==> config.mk <==
export PLATFORM = sky130hd
export DESIGN_NAME = bundle_fetch_queue
export DESIGN_NICKNAME = d
export VERILOG_FILES = /design/src/rtl/vliw_pkg.sv /design/src/rtl/bundle_slot_fields.sv /design/src/rtl/bundle_fetch_queue.sv
export SDC_FILE = /design/constraint.sdc
export NUM_CORES = 1
export LEC_CHECK = 0
export CAP_MARGIN = 20
export CELL_PAD_IN_SITES_DETAIL_PLACEMENT = 0
export CELL_PAD_IN_SITES_GLOBAL_PLACEMENT = 1
export CORE_MARGIN = 2
export CORE_UTILIZATION = 40
export DETAILED_ROUTE_END_ITERATION = 10
export PLACE_DENSITY = 0.66
export SLEW_MARGIN = 20
export SYNTH_ARGS = -nofsm -noshare
export SYNTH_HDL_FRONTEND = slang
export SYNTH_SLANG_ARGS = --single-unit
==> constraint.sdc <==
create_clock -name clk -period 6.84 [get_ports clk]
set_input_delay 1.368 -clock clk [delete_from_list [all_inputs] [get_ports clk]]
set_output_delay 1.368 -clock clk [all_outputs]
set_load 0.005 [all_outputs]
==> run_1/logic_types.png <==
(1.5 px per micron)
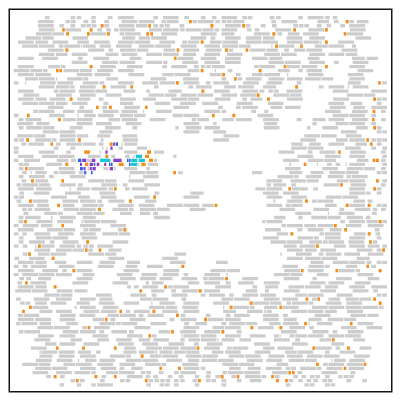
legend:
  orange:
    family: AND and OR gates
    cells: 169
    where: all over the die
  cyan:
    family: adder and majority cells
    cells: 5
  blue:
    family: NAND gates
    cells: 11
    where: west
  purple:
    family: inverting AOI/OAI gates
    cells: 14
    where: west
most used logic cell in the final layout: edfxtp_1
final std cells w/o fill: 2361
multi-input combinational area share: 15.8%

==> run_1/io_placement.png <==
(1.5 px per micron) Pins as bars across the die edge, other pins in gray.
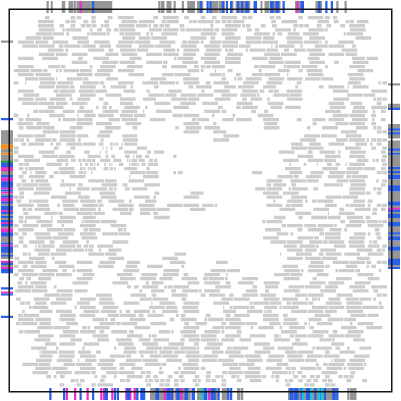
legend:
  blue:
    port: fq_in_bundle
    pins: 128
    direction: input
    edge: 48 south, 29 west, 28 east, 23 north
  green:
    port: flush_in
    pins: 1
    direction: input
    edge: west
  cyan:
    port: dc_ixu2_rs1
    pins: 5
    direction: output
    edge: south
  magenta:
    port: dc_ixu1_instr
    pins: 32
    direction: output
    edge: 16 west, 13 south, 2 north, 1 east
  orange:
    port: fq_count
    pins: 3
    direction: output
    edge: west
Die Ht: 254 microns
Port Buffer Count: 369
width of the die: 254 microns

==> run_1/clocks.png <==
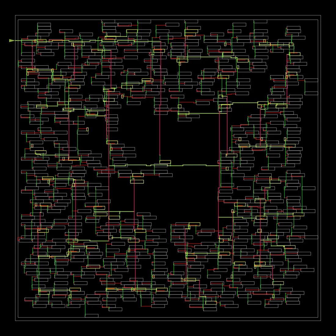
P_clk: 3500 uW
total CTS buffers: 69

==> Slide: Implementation Results, run 1 <==
Flow Results at a Glance

Logic synthesis
  • Synth Area per Inst: around 22 sq um
  • Cell taking the most area after synthesis: edfxtp_1
  • Area figure in the yosys stat output: 25000 sq um
  • Top non-seq family: multiplexers
  • Yosys stat cell total: around 1100
  • Register share after synthesis: 77.6%
  • Post-synth mux share: ~14%

Power and ir drop
  • Sequential power share: 43.0%
  • Int Power: roughly 8000 uW
  • Comb group: about 2700 uW
  • Switching power: between 2000 and 3000 uW
  • Pwr/cell area: roughly 340 nW/um^2
  • Leak: about 0.01 uW
  • Comb pwr share: between 20% and 30%

Run
  • Tool warnings: 35

Drt
  • Iteration-0 DRC count of the detailed router: ~700

Worst setup path
  • Critical-path cell list: buf_4 > mux4_2 > and2_1 > clkdlybuf4s50_1
  • Critical path required time: 5.47 ns
  • Setup slack, reg-to-reg: between 3 and 4 ns

Global routing
  • Met1 Use GR: between 20% and 30%
  • Largest net degree at the start of global routing: between 100 and 150
  • First-pass GRT wire length: approximately 80 mm
  • Gr usage total: roughly 17%
  • Met2 GRT Util: about 28%
  • GR peak layer: met2

Layout
  • Logic area: ~5000 sq um
  • Fraction of layout instances using a drive strength above 1: between 10% and 20%
  • Area-dominant class: flip-flops and latches
  • Flop count: around 650
  • NumNets Final: approximately 1600

Clocking
  • Clk Latency, worst-skew pair: 0.59 ns
  • CTS root buffer: clkbuf_16

Final timing
  • Hold slack: ~0.54 ns
  • Endpoints failing hold: 0
  • Fin Clk Skew: roughly 0.013 ns
  • RSZ-0062 raised after global routing: false

Run status
  • Status: complete, no violations

Die
  • Ports: about 370

Place
  • Placed Cells: about 2200
==> run_1/wires.png <==
(1 px per micron) Two of the layers only.
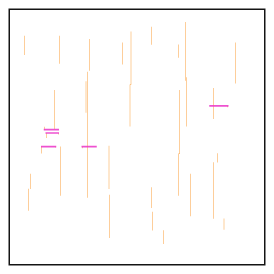

==> run 2: changes to the inputs <==
==> constraint.sdc (replaced) <==
create_clock -name clk -period 4.7 [get_ports clk]
set_input_delay 0.94 -clock clk [delete_from_list [all_inputs] [get_ports clk]]
set_output_delay 0.94 -clock clk [all_outputs]
set_load 0.005 [all_outputs]
==> run_2/wires.png <==
(1 px per micron) Two of the layers only.
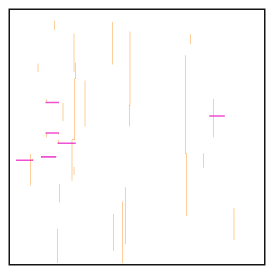
legend:
  orange:
    layer: metal 4
    wire_length: 892 microns
  magenta:
    layer: metal 5
    wire_length: 83.7 microns
Wirelength per Cell: 22.5 microns
Vias: 11944
gr usage total: 16.7%
total wire length: 53.6 mm

==> Slide: Implementation Results, run 2 <==
Flow Results at a Glance

Power and ir drop
  • Sequential power share: 42.0%
  • Int Power: 12200 uW
  • Pwr/cell area: 504 nW/um^2
  • Comb group: 3890 uW
  • Comb pwr share: between 20 and 25%
  • Switching power: between 3000 and 4000 uW
  • P_clk: ~5500 uW
  • Leak: 0.0101 uW

Drt
  • Iteration-0 DRC count of the detailed router: roughly 650
  • M1 wire length: 22.4 mm
  • DR vias/cell: between 4 and 5
  • # DRC: 0

Final timing
  • Hold slack: around 0.53 ns
  • Fin Clk Skew: between 0.03 and 0.04 ns
  • Endpoints failing hold: 0

Global routing
  • Met1 Use GR: ~22%
  • Met2 GRT Util: between 20% and 30%
  • First-pass GRT wire length: between 70 and 80 mm
  • GR Overflow Total: 0
  • Largest net degree at the start of global routing: approximately 130

Clocking
  • CTS root buffer: clkbuf_16
  • Clk Latency, worst-skew pair: about 0.6 ns

Die
  • Ports: between 300 and 400
  • FP Rows: 91
  • Die Ht: about 250 microns
  • Width of the die: roughly 250 microns

Layout
  • NumNets Final: 1669
  • Fraction of layout instances using a drive strength above 1: about a fifth
  • Most used logic cell in the final layout: edfxtp_1
  • Multi-input combinational area share: around 16%
  • Area-dominant class: flip-flops and latches
  • Logic area: just under 5000 sq um
  • Flop count: approximately 650

Logic synthesis
  • Register share after synthesis: between 70 and 80%
  • Synth Area per Inst: approximately 22 sq um
  • Yosys stat cell total: between 1000 and 1500
  • Post-synth mux share: roughly 14%
  • Top non-seq family: multiplexers
  • Area figure in the yosys stat output: about 25000 sq um
  • Cell taking the most area after synthesis: edfxtp_1

Run
  • Tool warnings: 31

Place
  • Port Buffer Count: approximately 370
  • Placed Cells: 2265

Run status
  • Status: complete, no violations

Worst setup path
  • Setup slack, reg-to-reg: a little under 2 ns
  • Critical-path cell list: nor3_2 > inv_6 > buf_4 > and2_1 > clkdlybuf4s50_1
  • Max FO, Critical Path: 130
==> run_2/clocks.png <==
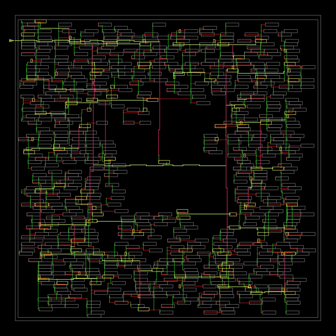

==> run 3: changes to the inputs <==
--- a/config.mk
+++ b/config.mk
@@ -8,10 +8,10 @@
 export CAP_MARGIN = 20
 export CELL_PAD_IN_SITES_DETAIL_PLACEMENT = 0
 export CELL_PAD_IN_SITES_GLOBAL_PLACEMENT = 1
-export CORE_MARGIN = 2
 export CORE_UTILIZATION = 40
 export DETAILED_ROUTE_END_ITERATION = 10
-export PLACE_DENSITY = 0.66
+export HOLD_SLACK_MARGIN = 0.15
+export PLACE_DENSITY = 0.69
 export SLEW_MARGIN = 20
 export SYNTH_ARGS = -nofsm -noshare
 export SYNTH_HDL_FRONTEND = slang
==> run_3/clocks.png <==
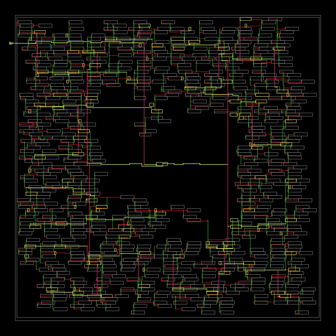
number of clock buffers in the layout: 88
Fin Clk Skew: 0.0206 ns
Clk Latency, worst-skew pair: 0.59 ns
flop count: 647
P_clk: 5230 uW

==> Slide: Implementation Results, run 3 <==
Flow Results at a Glance

Power and ir drop
  • Switching power: 3870 uW
  • Pwr/cell area: between 500 and 600 nW/um^2
  • Sequential power share: ~43%
  • Leak: roughly 0.0099 uW
  • Int Power: approximately 12000 uW

Clocking
  • Total CTS buffers: 69

Layout
  • Area-dominant class: flip-flops and latches
  • NumNets Final: 1654
  • Most used logic cell in the final layout: edfxtp_1
  • Multi-input combinational area share: 15.7%

Worst setup path
  • Max FO, Critical Path: 38
  • Setup slack, reg-to-reg: 1.76 ns
  • Critical path required time: ~3.8 ns
  • Critical-path cell list: buf_12 > mux4_2 > and2_1 > clkdlybuf4s50_1

Logic synthesis
  • Synth Area per Inst: 22.3 sq um
  • Post-synth mux share: between 10 and 15%
  • Register share after synthesis: between 70% and 80%
  • Top non-seq family: multiplexers
  • Cell taking the most area after synthesis: edfxtp_1

Global routing
  • First-pass GRT wire length: 79.0 mm
  • GR peak layer: met2
  • Met1 Use GR: 21.9%
  • Largest net degree at the start of global routing: between 90 and 100

Run
  • Tool warnings: 29

Die
  • Ports: around 370
  • Width of the die: 252 microns
  • Die Ht: about 250 microns

Drt
  • DR vias/cell: around 5
  • Iteration-0 DRC count of the detailed router: about 760
  • Vias: 11843
  • Wirelength per Cell: 22.2 microns
  • # DRC: 0

Place
  • Port Buffer Count: 369

Run status
  • Status: complete, no violations

Final timing
  • Hold slack: around 0.54 ns

==> notes/layouts.md <==
Pictures saved along the way, in no particular order.

Metal 4.
(1.5 px per micron)
(a)
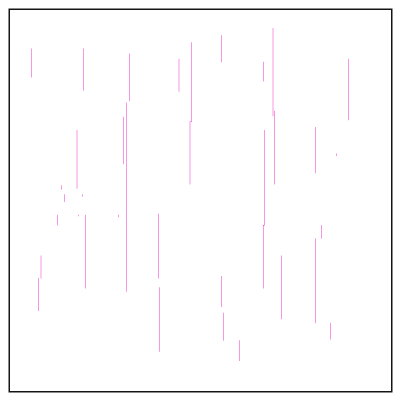
(b)
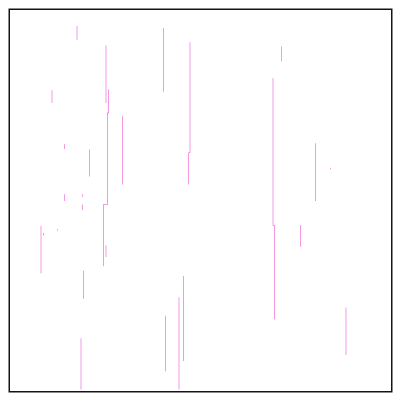
(c)
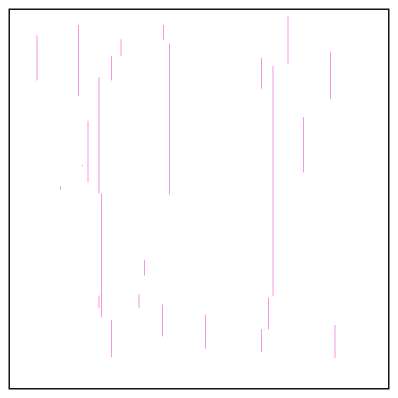
Run 3 is (c).
Run 1 is (a).
Run 2 is (b).

Key to (a):
wire length on this layer: 1070 microns
longest straight run: 126 microns

No activity file was given, so power comes from the tool's default toggle rates.
